$ cat src/rtl/lpc_host_pkg.sv
// lpc_host_pkg: shared types and constants for the LPC host I/O cycle generator.
//   lpc_state_e  - host cycle state (one value per LPC cycle phase)
//   CT_*         - CYCTYPE/DIR nibbles for ISA I/O read and write
//   SYNC_*       - SYNC codes returned by the peripheral
//   LAD_IDLE     - idle / turnaround value on LAD
//   lad_nibble   - selects a nibble of the address, most significant first
package lpc_host_pkg;

  typedef enum logic [3:0] {
    IDLE,
    START,
    CTDIR,
    ADDR,
    WDATA,
    TAR_H,
    TAR_F,
    SYNC,
    RDATA,
    TAR_P1,
    TAR_P2,
    ABORT,
    DONE
  } lpc_state_e;

  localparam logic [3:0] CT_IORD    = 4'b0000;
  localparam logic [3:0] CT_IOWR    = 4'b0010;
  localparam logic [3:0] START_ISA  = 4'b0000;
  localparam logic [3:0] SYNC_READY = 4'b0000;
  localparam logic [3:0] SYNC_SHORT = 4'b0101;
  localparam logic [3:0] SYNC_LONG  = 4'b0110;
  localparam logic [3:0] SYNC_ERR   = 4'b1010;
  localparam logic [3:0] LAD_IDLE   = 4'b1111;

  // Address goes out most significant nibble first: idx 0 -> [15:12].
  function automatic logic [3:0] lad_nibble(input logic [15:0] addr, input logic [1:0] idx);
    logic [3:0] nib;
    case (idx)
      2'd0:    nib = addr[15:12];
      2'd1:    nib = addr[11:8];
      2'd2:    nib = addr[7:4];
      default: nib = addr[3:0];
    endcase
    return nib;
  endfunction

endpackage

$ cat src/rtl/lpc_host_if.sv
// lpc_host_if: request/response handshake plus the LPC pin-side signals of
// the host.
//   master modport - the lpc_host itself (accepts requests, drives LFRAME#/LAD)
//   slave  modport - the request source and bus/peripheral side around it
// Signals:
//   req_valid/req_ready/req_write/req_addr/req_wdata - request channel
//   rsp_valid/rsp_rdata/rsp_err                      - one-cycle response
//   lpc_frame, lpc_ad_out, lpc_ad_oe                 - LFRAME# and LAD drive
//   lpc_ad_in                                        - sampled LAD
interface lpc_host_if;
  import lpc_host_pkg::*;

  logic        req_valid;
  logic        req_ready;
  logic        req_write;
  logic [15:0] req_addr;
  logic [7:0]  req_wdata;
  logic        rsp_valid;
  logic [7:0]  rsp_rdata;
  logic        rsp_err;
  logic        lpc_frame;
  logic [3:0]  lpc_ad_out;
  logic        lpc_ad_oe;
  logic [3:0]  lpc_ad_in;

  modport master (
    input  req_valid, req_write, req_addr, req_wdata, lpc_ad_in,
    output req_ready, rsp_valid, rsp_rdata, rsp_err,
    output lpc_frame, lpc_ad_out, lpc_ad_oe
  );

  modport slave (
    output req_valid, req_write, req_addr, req_wdata, lpc_ad_in,
    input  req_ready, rsp_valid, rsp_rdata, rsp_err,
    input  lpc_frame, lpc_ad_out, lpc_ad_oe
  );

endinterface

$ cat src/rtl/lpc_host.sv
// lpc_host: LPC host-side ISA I/O cycle generator.
// Accepts single-byte I/O read/write requests and runs START, CYCTYPE/DIR,
// ADDR, (WDATA), TAR, SYNC, (RDATA), TAR on LAD[3:0]/LFRAME#, then reports
// the result on a one-cycle response strobe. The LAD tristate lives above
// this module; lpc_ad_oe says when the host owns the bus.
// Ports:
//   lpc_clk  - clock, all logic on the rising edge
//   lpc_rst  - asynchronous active-high reset
//   bus      - lpc_host_if.master (request, response and LPC pin signals)
// Parameters:
//   NO_DEV_CYCLES - consecutive SYNC=1111 cycles before aborting
//   WAIT_LIMIT    - SYNC short/long wait cycles before aborting
module lpc_host
  import lpc_host_pkg::*;
#(
  parameter int NO_DEV_CYCLES = 3,
  parameter int WAIT_LIMIT    = 1024
) (
  input  logic       lpc_clk,
  input  logic       lpc_rst,
  lpc_host_if.master bus
);

  localparam int ND_W = $clog2(NO_DEV_CYCLES + 1);
  localparam int WT_W = $clog2(WAIT_LIMIT + 1);
  localparam logic [ND_W-1:0] ND_MAX  = ND_W'(NO_DEV_CYCLES);
  localparam logic [ND_W-1:0] ND_LAST = ND_W'(NO_DEV_CYCLES - 1);
  localparam logic [WT_W-1:0] WT_MAX  = WT_W'(WAIT_LIMIT);
  localparam logic [WT_W-1:0] WT_LAST = WT_W'(WAIT_LIMIT - 1);

  lpc_state_e      state_q, state_d;
  logic            ready_q;
  logic            write_q;
  logic [15:0]     addr_q;
  logic [7:0]      wdata_q;
  logic [7:0]      rdata_q;
  logic            err_q;
  logic [1:0]      nib_cnt_q;
  logic [2:0]      abt_cnt_q;
  logic [WT_W-1:0] wait_cnt_q;
  logic [ND_W-1:0] nodev_cnt_q;

  logic            accept;
  logic [3:0]      sync_code;
  logic            sync_adv;
  logic            sync_wait;
  logic            sync_none;

  assign accept    = bus.req_valid && ready_q;
  assign sync_code = bus.lpc_ad_in;
  assign sync_adv  = (sync_code == SYNC_READY) || (sync_code == SYNC_ERR);
  assign sync_wait = (sync_code == SYNC_SHORT) || (sync_code == SYNC_LONG);
  assign sync_none = (sync_code == LAD_IDLE);

  // Next-state logic
  always_comb begin
    state_d = state_q;
    case (state_q)
      IDLE:   if (accept) state_d = START;
      START:  state_d = CTDIR;
      CTDIR:  state_d = ADDR;
      ADDR:   if (nib_cnt_q == 2'd3) state_d = write_q ? WDATA : TAR_H;
      WDATA:  if (nib_cnt_q == 2'd1) state_d = TAR_H;
      TAR_H:  state_d = TAR_F;
      TAR_F:  state_d = SYNC;
      SYNC: begin
        if (sync_adv) begin
          state_d = write_q ? TAR_P1 : RDATA;
        end else if (sync_wait) begin
          if (wait_cnt_q == WT_LAST) state_d = ABORT;
        end else if (sync_none) begin
          if (nodev_cnt_q == ND_LAST) state_d = ABORT;
        end else begin
          // Undefined SYNC code: the peripheral is confused, end the cycle.
          state_d = ABORT;
        end
      end
      RDATA:  if (nib_cnt_q == 2'd1) state_d = TAR_P1;
      TAR_P1: state_d = TAR_P2;
      TAR_P2: state_d = DONE;
      // Four cycles of LFRAME# low, then one cycle high with LAD still driven.
      ABORT:  if (abt_cnt_q == 3'd4) state_d = DONE;
      DONE:   state_d = IDLE;
      default: state_d = IDLE;
    endcase
  end

  // Pin and response outputs, decoded from the current state
  always_comb begin
    bus.lpc_frame  = 1'b1;
    bus.lpc_ad_out = LAD_IDLE;
    bus.lpc_ad_oe  = 1'b0;
    case (state_q)
      START: begin
        bus.lpc_frame  = 1'b0;
        bus.lpc_ad_out = START_ISA;
        bus.lpc_ad_oe  = 1'b1;
      end
      CTDIR: begin
        bus.lpc_ad_out = write_q ? CT_IOWR : CT_IORD;
        bus.lpc_ad_oe  = 1'b1;
      end
      ADDR: begin
        bus.lpc_ad_out = lad_nibble(addr_q, nib_cnt_q);
        bus.lpc_ad_oe  = 1'b1;
      end
      WDATA: begin
        // Data goes out low nibble first.
        bus.lpc_ad_out = nib_cnt_q[0] ? wdata_q[7:4] : wdata_q[3:0];
        bus.lpc_ad_oe  = 1'b1;
      end
      TAR_H: begin
        bus.lpc_ad_oe  = 1'b1;
      end
      ABORT: begin
        bus.lpc_frame  = (abt_cnt_q == 3'd4);
        bus.lpc_ad_oe  = 1'b1;
      end
      default: ;
    endcase
  end

  assign bus.req_ready = ready_q;
  assign bus.rsp_valid = (state_q == DONE);
  assign bus.rsp_rdata = rdata_q;
  assign bus.rsp_err   = err_q;

  // State, request latch, counters and response registers
  always_ff @(posedge lpc_clk or posedge lpc_rst) begin
    if (lpc_rst) begin
      state_q     <= IDLE;
      ready_q     <= 1'b0;
      write_q     <= 1'b0;
      addr_q      <= '0;
      wdata_q     <= '0;
      rdata_q     <= 8'hFF;
      err_q       <= 1'b0;
      nib_cnt_q   <= '0;
      abt_cnt_q   <= '0;
      wait_cnt_q  <= '0;
      nodev_cnt_q <= '0;
    end else begin
      state_q <= state_d;
      // Ready is registered, so it follows the state one edge later.
      ready_q <= (state_d == IDLE);
      case (state_q)
        IDLE: begin
          if (accept) begin
            write_q     <= bus.req_write;
            addr_q      <= bus.req_addr;
            wdata_q     <= bus.req_wdata;
            rdata_q     <= 8'hFF;
            err_q       <= 1'b0;
            nib_cnt_q   <= '0;
            abt_cnt_q   <= '0;
            wait_cnt_q  <= '0;
            nodev_cnt_q <= '0;
          end
        end
        ADDR, WDATA, RDATA: begin
          if (state_q == RDATA) begin
            if (nib_cnt_q[0]) rdata_q[7:4] <= bus.lpc_ad_in;
            else              rdata_q[3:0] <= bus.lpc_ad_in;
          end
          if (state_d != state_q)        nib_cnt_q <= '0;
          else if (nib_cnt_q != 2'd3)    nib_cnt_q <= nib_cnt_q + 2'd1;
        end
        SYNC: begin
          if (sync_code == SYNC_ERR) err_q <= 1'b1;
          if (sync_wait) begin
            if (wait_cnt_q != WT_MAX) wait_cnt_q <= wait_cnt_q + WT_W'(1);
            // No-device detection wants consecutive 1111 cycles.
            nodev_cnt_q <= '0;
          end else if (sync_none) begin
            if (nodev_cnt_q != ND_MAX) nodev_cnt_q <= nodev_cnt_q + ND_W'(1);
          end
          if (state_d == ABORT) begin
            err_q   <= 1'b1;
            rdata_q <= 8'hFF;
          end
        end
        ABORT: begin
          if (abt_cnt_q != 3'd7) abt_cnt_q <= abt_cnt_q + 3'd1;
        end
        default: ;
      endcase
    end
  end

endmodule

$ cat src/flat_wrapper.sv
// flat-port wrapper written by rule: the top's interface ports become plain ports
module lpc_host_flat import lpc_host_pkg::*;
#(
  parameter int NO_DEV_CYCLES = 3,
  parameter int WAIT_LIMIT    = 1024
)
  (lpc_clk, lpc_rst, bus_req_valid, bus_req_write, bus_req_addr, bus_req_wdata, bus_lpc_ad_in, bus_req_ready, bus_rsp_valid, bus_rsp_rdata, bus_rsp_err, bus_lpc_frame, bus_lpc_ad_out, bus_lpc_ad_oe);
  lpc_host_if bus_i ();
  input  logic lpc_clk;
  input  logic lpc_rst;
  input wire logic [$bits(bus_i.req_valid)-1:0] bus_req_valid;
  input wire logic [$bits(bus_i.req_write)-1:0] bus_req_write;
  input wire logic [$bits(bus_i.req_addr)-1:0] bus_req_addr;
  input wire logic [$bits(bus_i.req_wdata)-1:0] bus_req_wdata;
  input wire logic [$bits(bus_i.lpc_ad_in)-1:0] bus_lpc_ad_in;
  output wire logic [$bits(bus_i.req_ready)-1:0] bus_req_ready;
  output wire logic [$bits(bus_i.rsp_valid)-1:0] bus_rsp_valid;
  output wire logic [$bits(bus_i.rsp_rdata)-1:0] bus_rsp_rdata;
  output wire logic [$bits(bus_i.rsp_err)-1:0] bus_rsp_err;
  output wire logic [$bits(bus_i.lpc_frame)-1:0] bus_lpc_frame;
  output wire logic [$bits(bus_i.lpc_ad_out)-1:0] bus_lpc_ad_out;
  output wire logic [$bits(bus_i.lpc_ad_oe)-1:0] bus_lpc_ad_oe;
  assign bus_i.req_valid = bus_req_valid;
  assign bus_i.req_write = bus_req_write;
  assign bus_i.req_addr = bus_req_addr;
  assign bus_i.req_wdata = bus_req_wdata;
  assign bus_i.lpc_ad_in = bus_lpc_ad_in;
  assign bus_req_ready = bus_i.req_ready;
  assign bus_rsp_valid = bus_i.rsp_valid;
  assign bus_rsp_rdata = bus_i.rsp_rdata;
  assign bus_rsp_err = bus_i.rsp_err;
  assign bus_lpc_frame = bus_i.lpc_frame;
  assign bus_lpc_ad_out = bus_i.lpc_ad_out;
  assign bus_lpc_ad_oe = bus_i.lpc_ad_oe;
  lpc_host #(.NO_DEV_CYCLES(NO_DEV_CYCLES), .WAIT_LIMIT(WAIT_LIMIT)) u_core (.lpc_clk(lpc_clk), .lpc_rst(lpc_rst), .bus(bus_i));
endmodule
$ cat config.mk
export PLATFORM = sky130hd
export DESIGN_NAME = lpc_host_flat
export DESIGN_NICKNAME = d
export VERILOG_FILES = /design/src/rtl/lpc_host_pkg.sv /design/src/rtl/lpc_host_if.sv /design/src/rtl/lpc_host.sv /design/src/flat_wrapper.sv
export SDC_FILE = /design/constraint.sdc
export NUM_CORES = 1
export LEC_CHECK = 0
export CAP_MARGIN = 20
export CORE_UTILIZATION = 40
export DETAILED_ROUTE_END_ITERATION = 8
export GPL_TIMING_DRIVEN = 0
export SLEW_MARGIN = 10
export SYNTH_ARGS = -nofsm -noshare
export SYNTH_HDL_FRONTEND = slang
export SYNTH_SLANG_ARGS = --single-unit
$ cat constraint.sdc
create_clock -name lpc_clk -period 2.15 [get_ports lpc_clk]
set_input_delay 0.3225 -clock lpc_clk [delete_from_list [all_inputs] [get_ports lpc_clk]]
set_output_delay 0.3225 -clock lpc_clk [all_outputs]
set_load 0.1 [all_outputs]
### Cell placement, run 1

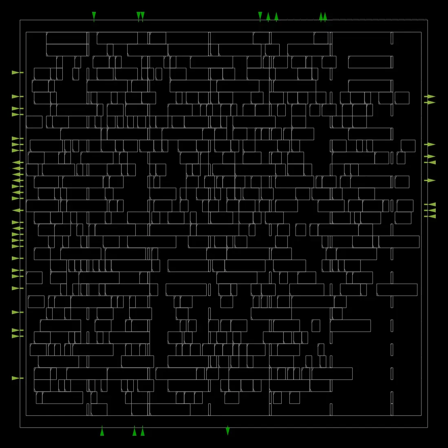
n_taps: 102
area inside the core boundary: 7807 µm²

### Supply network, run 1

Scale: 4 px per µm. Pins as bars on the die edge.
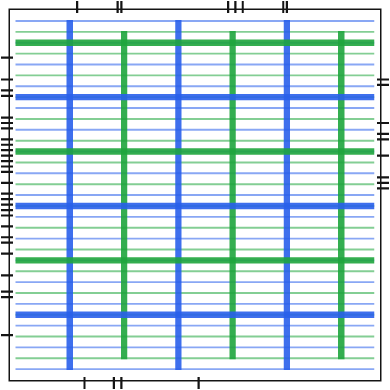
- VDD: green
- VSS: blue
- signal pins: 49
- met5 straps: 6
- met4 straps: 6

### Signal metal coverage by tile, run 1

Scale: 4 px per µm. 19 x 19 tiles, from dark purple (low) to yellow (high), scaled to the fullest tile. Values are wire area over tile area, all layers added.
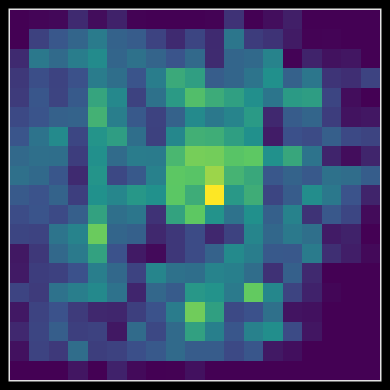
- densest ninth of the die: centre
- emptiest ninth of the die: lower right
- fullest tile: 0.57
- mean over tiles: 0.16
- tiles over half the peak: 13%

==> summary.rpt, run 1 <==
==========================================================================================
Final Power .................................................................      6916 µW
# resized after CTS .........................................................           91
Portion of netlist area occupied by mux cells ...............................       1.565%
Area of all sequential standard cells .......................................     1443 µm²
Via-to-Cell Ratio ...........................................................        5.293
Yosys chip area .............................................................     3277 µm²
Violations in the final reports ............................................. negative setup slack
Combinational Gates .........................................................          275
Maximum fanout along the worst path .........................................            4
Max rail drop VDD ...........................................................   0.001654 V
Slew at the pin closest to its max-slew limit ...............................    0.9580 ns
Max Slew Vio Count ..........................................................            0
Post-synthesis xor/xnor area fraction .......................................       1.298%
Termination of the worst setup path ......................................... bus_lpc_ad_out[0]
Most frequent standard cell in the layout excluding fill and tap cells ...... sky130_fd_sc_hd__nand2_1
Power attributed to sequential cells ........................................      1840 µW
Total number of warnings across the stage logs ..............................           34
Sw Pwr ......................................................................      3447 µW
Met2 layer usage reported by global route ...................................       33.21%
Global route overflow .......................................................            0
Slack of the worst reg-to-reg path ..........................................      0.09 ns
Worst r2r src ............................................................... u_core.wait_cnt_q[1]$_DFFE_PP0P_
Clock buffers created by TritonCTS ..........................................            9
Placed cell count ...........................................................          517
Data arrival at the endpoint of the critical path ...........................      2.16 ns
Share of layout cells above drive strength 1 ................................       22.65%
Number of max-cap violations ................................................            0
Critical Path, Cell by Cell ................................................. buf_6 -> ha_4 -> a222oi_1 -> o21ai_1 -> a211o_1 -> buf_12
Yosys top cell area share ...................................................       37.42%
Post-route clock skew .......................................................  0.006003 ns
Number of H-tree levels .....................................................            3
Setup repair after global routing missed its margin .........................          yes
Worst slew margin relative to its limit .....................................       36.39%
Post-route design area ......................................................     4312 µm²
Root Driver ................................................................. sky130_fd_sc_hd__clkbuf_8
Clock Sinks .................................................................           57
Detailed-route wire length per cell .........................................     15.61 µm
Insertion delay of the later-clocked pin in the worst-skew pair .............      0.35 ns
Reg2Reg Capture Point ....................................................... u_core.bus.rsp_rdata[0]$_DFFE_PP1P_
Num ports ...................................................................           49
Most area-hungry cell class in the final design .............................  logic gates
Placement-stage worst setup slack ...........................................   -0.9494 ns
Core Util, Final ............................................................       55.22%
Final WS setup ..............................................................   -0.3356 ns
Top cells by area in the synthesized netlist ................................ sky130_fd_sc_hd__dfrtp_1 (37%), sky130_fd_sc_hd__nand2_1 (11%), sky130_fd_sc_hd__dfstp_2 (6.4%), sky130_fd_sc_hd__ha_1 (4.2%), sky130_fd_sc_hd__a21oi_1 (2.9%)
Seq_cells ...................................................................           57
Status ...................................................................... finished, violations left
Clock edge transition at the registers on the reported setup and hold paths .      0.08 ns
Final Hold Fails ............................................................            0
Met1 layer wirelength in the final routing ..................................     4.037 mm
Non-clock inverters .........................................................           14
Worst slack on hold paths ...................................................    0.2251 ns
Placer congestion estimate ..................................................       0.8568
Kind of launch point of the worst setup path ................................     register
N_diodes ....................................................................            0
Final critical-path required period .........................................     2.486 ns
Top post-synthesis cells by count ........................................... sky130_fd_sc_hd__nand2_1 (98), sky130_fd_sc_hd__dfrtp_1 (49), sky130_fd_sc_hd__nor2_1 (22)
Chip width ..................................................................     92.51 µm
Largest power group ......................................................... combinational logic
Max stage delay cell, worst path ............................................ sky130_fd_sc_hd__a222oi_1
Async set-reset flop share out of synthesis .................................       100.0%
Drt total wl ................................................................     8.414 mm
Commonest cells after routing, fill and taps aside .......................... sky130_fd_sc_hd__nand2_1 (98), sky130_fd_sc_hd__dfrtp_1 (44), sky130_fd_sc_hd__clkdlybuf4s50_1 (30), sky130_fd_sc_hd__nor2_1 (20), sky130_fd_sc_hd__a21oi_1 (18)
Top Metal Used ..............................................................         met4
Share of power burned in the clock network ..................................        15.3%
Post-CTS setup buffer count .................................................            7
Setup violation total in the final timing report ............................            4
Number of global-route vias before repair ...................................         2849
CTS Buffer Depth ............................................................            2
Height of the die ...........................................................     92.51 µm
Clock-cell share of area ....................................................       4.701%
Clock tree from TritonCTS ...................................................          yes
Standby leakage power .......................................................  0.001919 µW
Proportion of power drawn by flip-flops and latches .........................        26.6%
==========================================================================================
### Sizing map, run 1

Scale: 3 px per µm.
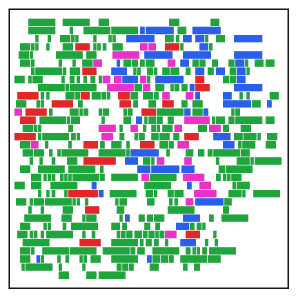

==> run 2, diff against run 1 <==
Settings changed: CORE_MARGIN from default to 2.
### Sizing map, run 2

Scale: 3 px per µm.
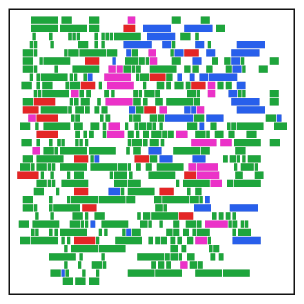
- drive 3 to 4: magenta (cells 27; share 6.2%; most used buf_4)
- drive 2: blue (cells 43; share 9.9%; most used a21oi_2)
- drive 1 or less: green (cells 345; share 79%; most used nand2_1)
- drive 6 and up: red (cells 20; share 4.6%; most used clkbuf_8)

==> summary.rpt, run 2 <==
==========================================================================================
Max Slew Vio Count ..........................................................            0   unchanged
Power attributed to sequential cells ........................................      1830 µW   about the same
Slack of the worst reg-to-reg path ..........................................      0.12 ns   +0.03 ns
Final Hold Fails ............................................................            0   unchanged
Status ...................................................................... finished, violations left
Core Util, Final ............................................................       52.64%   -2.6 points
Number of H-tree levels .....................................................            3   unchanged
Final Power .................................................................      6706 µW   -3.0%
Maximum fanout along the worst path .........................................            7   +3
Share of power burned in the clock network ..................................        13.0%   -2.3 points
Number of hold buffers added after CTS ......................................            0
Kind of launch point of the worst setup path ................................     register
Async set-reset flop share out of synthesis .................................       100.0%   unchanged
Setup repair after global routing missed its margin .........................          yes
Worst slew margin relative to its limit .....................................       35.94%   -0.44 points
Comb/total area .............................................................       41.50%
Root Driver ................................................................. sky130_fd_sc_hd__clkbuf_8
Num ports ...................................................................           49   unchanged
Insertion delay of the later-clocked pin in the worst-skew pair .............      0.34 ns   about the same
Top cell type by total area after synthesis ................................. sky130_fd_sc_hd__dfrtp_1
WP depth ....................................................................            6
Largest power group ......................................................... combinational logic
ANT nets after route ........................................................            0
Top Metal Used ..............................................................         met4
Termination of the worst setup path ......................................... bus_lpc_ad_out[3]
Pin count of the biggest net entering global routing ........................           36
GR Util met1 ................................................................       27.76%
Non-clock inverters .........................................................           14   unchanged
Worst r2r src ............................................................... u_core.wait_cnt_q[1]$_DFFE_PP0P_
Combinational Gates .........................................................          275   unchanged
Portion of netlist area occupied by mux cells ...............................       1.565%   unchanged
Detailed-route wire length per cell .........................................     15.06 µm   -3.6%
Setup violation total in the final timing report ............................            4   unchanged
Final critical-path required period .........................................     2.392 ns   -0.09314 ns
Violations in the final reports ............................................. negative setup slack
Yosys top cell area share ...................................................       37.42%   unchanged
Via-to-Cell Ratio ...........................................................        5.328   +0.65%
Clock buffers created by TritonCTS ..........................................            9   unchanged
Chip width ..................................................................     94.51 µm   +2.2%
Max stage delay cell, worst path ............................................ sky130_fd_sc_hd__dfrtp_2
Post-route design area ......................................................     4260 µm²   -1.2%
N_taps ......................................................................          105   +2.9%
Most frequent standard cell in the layout excluding fill and tap cells ...... sky130_fd_sc_hd__nand2_1
Worst slack on hold paths ...................................................    0.3203 ns   +0.09518 ns
Critical Path, Cell by Cell ................................................. inv_4 -> ha_4 -> a222oi_1 -> o21ai_1 -> a211o_1 -> buf_12
Met1 layer wirelength in the final routing ..................................     3.927 mm   -2.7%
Standby leakage power .......................................................  0.001912 µW   -0.34%
Max rail drop VDD ...........................................................   0.001878 V   +14%
Clock tree from TritonCTS ...................................................          yes
Met2 layer usage reported by global route ...................................       30.89%   -2.3 points
CTS Buffer Depth ............................................................            2   unchanged
Final WS setup ..............................................................   -0.2424 ns   +0.09314 ns
Crit Path Category ..........................................................   reg -> out
Total number of warnings across the stage logs ..............................           34   unchanged
Commonest cells after routing, fill and taps aside .......................... sky130_fd_sc_hd__nand2_1 (98), sky130_fd_sc_hd__dfrtp_1 (45), sky130_fd_sc_hd__clkdlybuf4s50_1 (30), sky130_fd_sc_hd__nor2_1 (20), sky130_fd_sc_hd__a21oi_1 (18)
Placement-stage worst setup slack ...........................................   -0.9138 ns   +0.03562 ns
Most area-hungry cell class in the final design .............................  logic gates
Post-CTS setup buffer count .................................................            4   -3
Yosys cell types ............................................................           62
Share of layout cells above drive strength 1 ................................       20.69%   -2.0 points
Number of global-route vias before repair ...................................         2804   -1.6%
Data arrival at the endpoint of the critical path ...........................      2.07 ns   -0.09 ns
Proportion of power drawn by flip-flops and latches .........................        27.4%   +0.8 points
# resized after CTS .........................................................           90   -1.1%
Clock edge transition at the registers on the reported setup and hold paths .      0.08 ns   about the same
Per-instance average area after synthesis ...................................    8.953 µm²
Height of the die ...........................................................     94.51 µm   +2.2%
Post-route clock skew .......................................................   0.01351 ns   +0.007507 ns
Drt total wl ................................................................     8.130 mm   -3.4%
Placer congestion estimate ..................................................       0.9281   +8.3%
Slew at the pin closest to its max-slew limit ...............................    0.9593 ns   +0.001300 ns
Number of max-cap violations ................................................            0   unchanged
Yosys chip area .............................................................     3277 µm²   unchanged
Top cells by area in the synthesized netlist ................................ sky130_fd_sc_hd__dfrtp_1 (37%), sky130_fd_sc_hd__nand2_1 (11%), sky130_fd_sc_hd__dfstp_2 (6.4%), sky130_fd_sc_hd__ha_1 (4.2%), sky130_fd_sc_hd__a21oi_1 (2.9%)
Reg2Reg Capture Point ....................................................... u_core.bus.rsp_rdata[0]$_DFFE_PP1P_
Synthesized-area fraction occupied by adder cells ...........................       4.200%
Top post-synthesis cells by count ........................................... sky130_fd_sc_hd__nand2_1 (98), sky130_fd_sc_hd__dfrtp_1 (49), sky130_fd_sc_hd__nor2_1 (22)
Sw Pwr ......................................................................      3348 µW   -2.9%
Clock-cell share of area ....................................................       3.906%   -0.80 points
Clock Sinks .................................................................           57   unchanged
Area of all sequential standard cells .......................................     1441 µm²   about the same
N_diodes ....................................................................            0   unchanged
Area inside the core boundary ...............................................     8093 µm²   +3.7%
==========================================================================================
### Cell placement, run 2

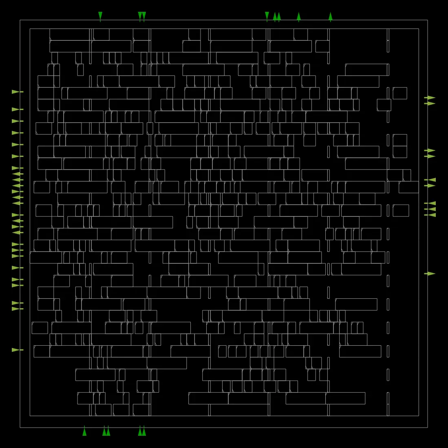
Seq area share: 33.83%
number of rows in the core area: 33
# fillers: 799
seq_cells: 57

Power is estimated from default activity; no workload was simulated.
